<file path="src/rtl/issue_select.sv">
// Age-ordered issue queue: picks the oldest entry whose FU type has a free unit,
// registers the issue, and compacts the queue in the same edge.
module issue_select #(
  parameter int DEPTH     = 8,
  parameter int PAYLOAD_W = 64,
  parameter int MULT_LAT  = 4
) (
  input  logic                   clock,
  input  logic                   reset,
  input  logic                   disp_valid,
  input  logic [1:0]             disp_fu_type,
  input  logic [PAYLOAD_W-1:0]   disp_payload,
  output logic                   disp_ready,
  input  logic [5:0]             fu_busy,
  input  logic                   fu_stall,
  output logic                   issue_valid,
  output logic [2:0]             issue_fu_select,
  output logic [PAYLOAD_W-1:0]   issue_payload,
  output logic [$clog2(DEPTH):0] occupancy
);

  localparam int IDX_W  = $clog2(DEPTH);
  localparam int CNT_W  = IDX_W + 1;
  localparam int HOLD_W = $clog2(MULT_LAT) + 1;

  typedef enum logic [1:0] {
    FU_ALU    = 2'd0,
    FU_MULT   = 2'd1,
    FU_BRANCH = 2'd2,
    FU_RSVD   = 2'd3
  } fu_type_e;

  fu_type_e               r_type    [DEPTH];
  logic [PAYLOAD_W-1:0]   r_payload [DEPTH];
  logic [CNT_W-1:0]       r_count;
  logic [HOLD_W-1:0]      r_hold    [2];
  logic                   r_issue_valid;
  logic [2:0]             r_issue_sel;
  logic [PAYLOAD_W-1:0]   r_issue_payload;

  logic [5:0]             w_free;
  logic                   w_type_ok   [4];
  logic [2:0]             w_type_unit [4];
  logic                   w_sel_valid;
  logic [IDX_W-1:0]       w_sel_idx;
  logic [2:0]             w_sel_unit;
  logic                   w_wr;
  logic [IDX_W-1:0]       w_wr_idx;

  // A unit is unavailable if flagged busy, still in its MULT hold, or issued to last cycle.
  always_comb begin
    for (int u = 0; u < 6; u++) begin
      w_free[u] = !fu_busy[u] && !(r_issue_valid && (r_issue_sel == 3'(u)));
    end
    w_free[3] = w_free[3] && (r_hold[0] == '0);
    w_free[4] = w_free[4] && (r_hold[1] == '0);
  end

  always_comb begin
    w_type_ok[FU_ALU]      = |w_free[2:0];
    w_type_unit[FU_ALU]    = w_free[0] ? 3'd0 : (w_free[1] ? 3'd1 : 3'd2);
    w_type_ok[FU_MULT]     = |w_free[4:3];
    w_type_unit[FU_MULT]   = w_free[3] ? 3'd3 : 3'd4;
    w_type_ok[FU_BRANCH]   = w_free[5];
    w_type_unit[FU_BRANCH] = 3'd5;
    w_type_ok[FU_RSVD]     = 1'b0;
    w_type_unit[FU_RSVD]   = 3'd0;
  end

  // NOTE: scanning youngest to oldest lets the last match (the oldest) win without a found flag.
  always_comb begin
    w_sel_valid = 1'b0;
    w_sel_idx   = '0;
    w_sel_unit  = '0;
    for (int i = DEPTH - 1; i >= 0; i--) begin
      if (!fu_stall && (CNT_W'(i) < r_count) && w_type_ok[r_type[i]]) begin
        w_sel_valid = 1'b1;
        w_sel_idx   = IDX_W'(i);
        w_sel_unit  = w_type_unit[r_type[i]];
      end
    end
  end

  assign disp_ready = (r_count < CNT_W'(DEPTH));
  assign w_wr       = disp_valid && disp_ready && (disp_fu_type != FU_RSVD);
  assign w_wr_idx   = IDX_W'(w_sel_valid ? (r_count - CNT_W'(1)) : r_count);

  // NOTE: the entry array is reset too, so no stale payload survives a mid-run reset.
  always_ff @(posedge clock or posedge reset) begin
    if (reset) begin
      for (int i = 0; i < DEPTH; i++) begin
        r_type[i]    <= FU_ALU;
        r_payload[i] <= '0;
      end
      r_count         <= '0;
      r_hold[0]       <= '0;
      r_hold[1]       <= '0;
      r_issue_valid   <= 1'b0;
      r_issue_sel     <= '0;
      r_issue_payload <= '0;
    end else begin
      for (int i = 0; i < DEPTH - 1; i++) begin
        if (w_sel_valid && (IDX_W'(i) >= w_sel_idx)) begin
          r_type[i]    <= r_type[i+1];
          r_payload[i] <= r_payload[i+1];
        end
      end
      // NOTE: this write follows the shift so it overrides it at the post-shift tail.
      if (w_wr) begin
        r_type[w_wr_idx]    <= fu_type_e'(disp_fu_type);
        r_payload[w_wr_idx] <= disp_payload;
      end
      r_count <= r_count + CNT_W'(w_wr) - CNT_W'(w_sel_valid);
      for (int m = 0; m < 2; m++) begin
        if (w_sel_valid && (w_sel_unit == 3'(3 + m))) begin
          r_hold[m] <= HOLD_W'(MULT_LAT - 1);
        end else if (r_hold[m] != '0) begin
          r_hold[m] <= r_hold[m] - HOLD_W'(1);
        end
      end
      r_issue_valid   <= w_sel_valid;
      r_issue_sel     <= w_sel_valid ? w_sel_unit : 3'd0;
      r_issue_payload <= w_sel_valid ? r_payload[w_sel_idx] : '0;
    end
  end

  assign issue_valid     = r_issue_valid;
  assign issue_fu_select = r_issue_sel;
  assign issue_payload   = r_issue_payload;
  assign occupancy       = r_count;

endmodule
</file>
<file path="config.mk">
export PLATFORM = sky130hd
export DESIGN_NAME = issue_select
export DESIGN_NICKNAME = d
export VERILOG_FILES = /design/src/rtl/issue_select.sv
export SDC_FILE = /design/constraint.sdc
export NUM_CORES = 2
export LEC_CHECK = 0
export ABC_CLOCK_PERIOD_IN_PS = 25700
export CAP_MARGIN = 20
export CORE_MARGIN = 3
export CORE_UTILIZATION = 53
export DETAILED_ROUTE_END_ITERATION = 8
export GPL_ROUTABILITY_DRIVEN = 0
export MAX_ROUTING_LAYER = met4
export PLACE_DENSITY = 0.82
export SETUP_SLACK_MARGIN = 0.5
export SYNTH_ARGS = -nofsm -noshare
export SYNTH_HDL_FRONTEND = slang
export SYNTH_SLANG_ARGS = --single-unit
</file>
<file path="constraint.sdc">
create_clock -name clock -period 25.7 [get_ports clock]
set_clock_uncertainty 0.2 [all_clocks]
set_input_delay 3.855 -clock clock [delete_from_list [all_inputs] [get_ports clock]]
set_output_delay 3.855 -clock clock [all_outputs]
set_load 0.03 [all_outputs]
</file>
Power grid:
The bar under the picture is 100 um long. Pins as bars on the die edge. Tap cells in gray.
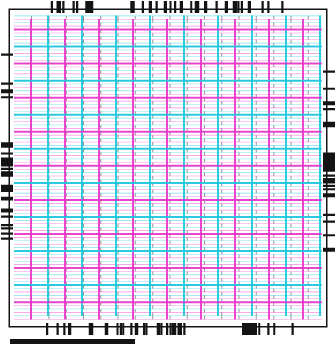
[VSS] magenta
[VDD] cyan
tap cells: 773
rows: 89
peak supply drop: 0.0001462 V
die extent in y: 252.2 um

Placement by cell class:
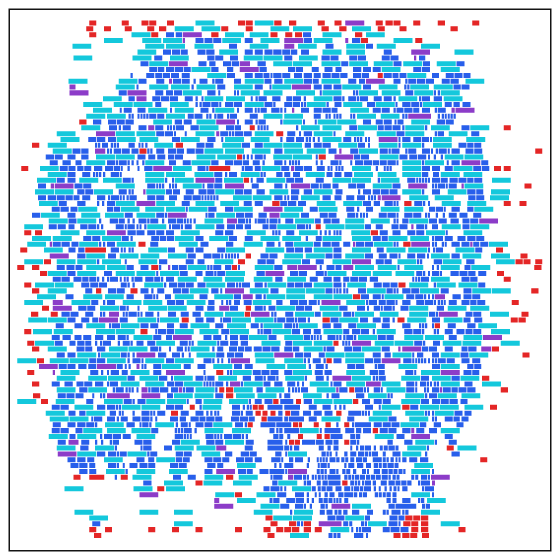
[clock drivers and dummy loads] purple | cells: 113
[all other logic] blue | cells: 1973
[other buffers and delay cells] red | cells: 192
[flip-flops] cyan | cells: 606
final non-filler cell area: 36230 um^2
Finished Core Util: 60.92%
register share of the cell area: 41.86%
cell row count: 89

Clock network drawn from the DEF:
The bar under the picture is 100 um long.
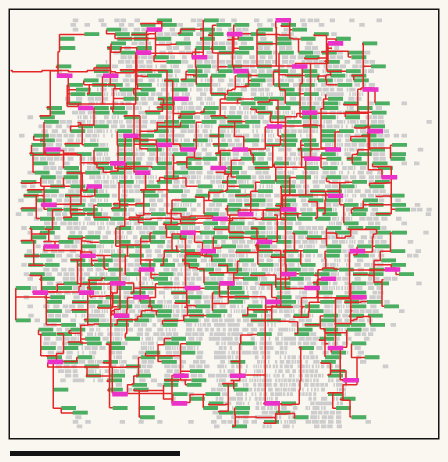
[flip-flops] green | count: 606
[cells driving clock nets] magenta | count: 61
[clock wires] red | length: 7440 um
routed clock nets: 62
flops lie: spread over the die

==> run notes <==
run results: net switching power 2.239 mW, number of gates given a new drive strength after cts 0, DIE WIDTH 252.2 um, endpoint class of the critical path register, largest net degree at the start of global routing 196, register area share after synthesis 47.19%, violation tally from detailed-route iteration zero 2432, library cell with the highest instance count after synthesis sky130_fd_sc_hd__nand2_1, clock slew at the register clock pins of the worst setup and hold paths 0.06 ns, total power density per cell area 150.5 nW/um^2, Min-Delay Path Class register to register, area leader, netlist sky130_fd_sc_hd__dfrtp_1, via total after detailed routing 23477, Clock Power Share 16.5%, commonest cells in the netlist sky130_fd_sc_hd__nand2_1 (613), sky130_fd_sc_hd__dfrtp_1 (606), sky130_fd_sc_hd__mux2_2 (527), portion of total power attributed to sequential cells 31.6%, per-cell routed wire length 23.81 um, port bufs 148, number of detailed-route iterations in the first pass 8, number of H-tree levels 2, # hold bufs at CTS 0, Post-Syn Nets 2868, Core Area 59460 um^2, setup repair after global routing missed its margin false, aggregate global routing overflow 0, final period demand of the worst path 9.724 ns, first-pass GRT wire length 137.1 mm, max-slew violation total from the final report 0, die footprint 63620 um^2, switching power as a share of total power 41.08%, layout cell share with drive strength beyond 1 24.45%, insertion delay of the later-clocked pin in the worst-skew pair 0.65 ns, clock net sink count 606, count of library flops with an enable pin 0, synth top area cells sky130_fd_sc_hd__dfrtp_1 (47%), sky130_fd_sc_hd__mux2_2 (18%), sky130_fd_sc_hd__mux2_1 (9.4%), residual DRC count 0, dpl cells 3541, clock tree from TritonCTS done, worst slew margin relative to its limit 21.79%, critical path data arrival time 10.03 ns, cells after synthesis 2778, startpoint kind of the worst setup timing path input pin, summed instance area of the synthesized netlist 32130 um^2, synthesis-stage register bit count 606, buffers inserted during post-CTS setup optimization 0, initial antenna violation count 11, outcome completed, count of endpoints failing setup in the final report 0, Yosys warning total 0, number of CTS-inserted buffers 61, highest fanout seen on the critical path 71, static power due to leakage 16.68 nW, Dominant Register Cell sky130_fd_sc_hd__dfrtp_1, synthesized area per cell 11.57 um^2, via-per-instance ratio 6.399, Synth async-reset ratio 100.0%, FILL cells 4544, setup TNS 0 ns, Top-Level Pins 149, number of cells in Yosys stat 2778, maximum clock insertion buffer count 3, required arrival time at the worst endpoint 26.00 ns, final tally of hold violations 0, synth-to-layout area growth 12.74%, Power Internal 3.211 mW, aggregate global-route resource usage 27.95%, tightest hold margin 0.3199 ns, aggregate routed wire length 87.36 mm, clock tree root buffer cell sky130_fd_sc_hd__clkbuf_16, starting utilization of the core area 54.04%, total of max-cap violations 0, count of antenna-violating nets left after detailed routing 0, count of different cell masters after synthesis 71, combinational fraction of design power 51.9%, measured slew at the worst slew-check pin 1.173 ns, crit path kind input pin to register, final instance count without filler cells 3669, tally of OpenROAD warnings 35, post-route clock period utilization 37.84%, HPWL Detailed 49.25 mm, post-synth area from yosys stat 32130 um^2, vias in the first global route 25031, number of nets at the end of the flow 2924, peak clock frequency supported by timing 0.1028 GHz, fraction of synthesized cell area taken by the top area cell type 47.19%
## final timing paths
check,start,end,slack [ns],cells after the start
worst min-delay path,r_hold[3],r_hold[3],0.32,2
min in group asynchronous,reset,issue_payload[13],3.57,2
worst max-delay path,fu_busy[3],r_payload[229],15.98,11
worst min register to register,r_hold[3],r_hold[3],0.32,2
worst max register to register,occupancy[2],r_payload[229],18.82,12
max in group asynchronous,reset,issue_payload[49],19.31,4
## cell type report
cell class,count,area [um^2],share of cell area [%]
Multi-Input combinational cell,1951,16090,44.42
Sequential cell,606,15160,41.86
Timing Repair Buffer,192,1862,5.139
Clock buffer,93,1817,5.015
Tap cell,773,967.2,2.670
Clock inverter,20,206.4,0.5699
Inverter,22,90.09,0.2487
Antenna cell,12,30.03,0.08289
## cells by family after synthesis
logic type,after synthesis,share of synthesized area (%)
and+or+nand+nor,708,8.920
xor gates and xnor gates,5,0.1363
buffers and inverters,221,3.430
DFF,606,47.19
muxes,924,31.88
AOI/OAI and AO/OA,300,7.877
adders and majority gates,14,0.5685
## per-stage QoR
step                      setup WS (ns)  total power [mW]  utilization [%]  area [um^2]
after global routing              15.82             5.748            60.92        36220
after floorplan                   4.680             3.717                -        32130
after CTS                         16.14             5.429            60.77        36140
final                             15.98             5.451            60.92        36230
after global placement            15.80             4.325            57.37        34110
after detailed placement          15.53             4.505            57.37        34110
## power by group through the flow
stage | clock network, mW | logic [mW] | registers [mW]
global route | 0.953 | 3.03 | 1.76
detailed placement | 0 | 2.79 | 1.72
CTS | 0.913 | 2.81 | 1.71
global placement | 0 | 2.65 | 1.68
finish | 0.900 | 2.83 | 1.72
floorplan | 0 | 2.01 | 1.71
## critical path, cell delays in order
cell and delay (ns):
sky130_fd_sc_hd__clkdlybuf4s50_1 0.45, sky130_fd_sc_hd__nand2b_1 0.23, sky130_fd_sc_hd__o32ai_4 0.18, sky130_fd_sc_hd__a32oi_1 0.53, sky130_fd_sc_hd__and3_4 0.91, sky130_fd_sc_hd__nand3_4 0.76
sky130_fd_sc_hd__buf_4 0.60, sky130_fd_sc_hd__nor2_4 0.85, sky130_fd_sc_hd__buf_4 0.80, sky130_fd_sc_hd__mux2_2 0.42, sky130_fd_sc_hd__mux2_1 0.31
## routing by layer
metal	track usage [%]	up-vias	routed length (um)
met2	47.77	1029	43860
met5	-	-	0
met3	4.507	266	6071
met4	12.57	0	3226
met1	32.62	11982	34200
li1	-	10200	-
## cell usage in the layout (no fill, tap or decap), types with 31 or more instances in the layout
cell type                           n
sky130_fd_sc_hd__mux2i_1          129
sky130_fd_sc_hd__nor2_1            31
sky130_fd_sc_hd__mux2_2           527
sky130_fd_sc_hd__clkbuf_16         61
sky130_fd_sc_hd__buf_4             40
sky130_fd_sc_hd__mux2_1           268
sky130_fd_sc_hd__clkdlybuf4s50_1  148
sky130_fd_sc_hd__dfrtp_1          606
sky130_fd_sc_hd__a222oi_1          64
sky130_fd_sc_hd__a22o_1            65
sky130_fd_sc_hd__nand2_1          612
sky130_fd_sc_hd__o221ai_1          66
Power is estimated from default activity; no workload was simulated.
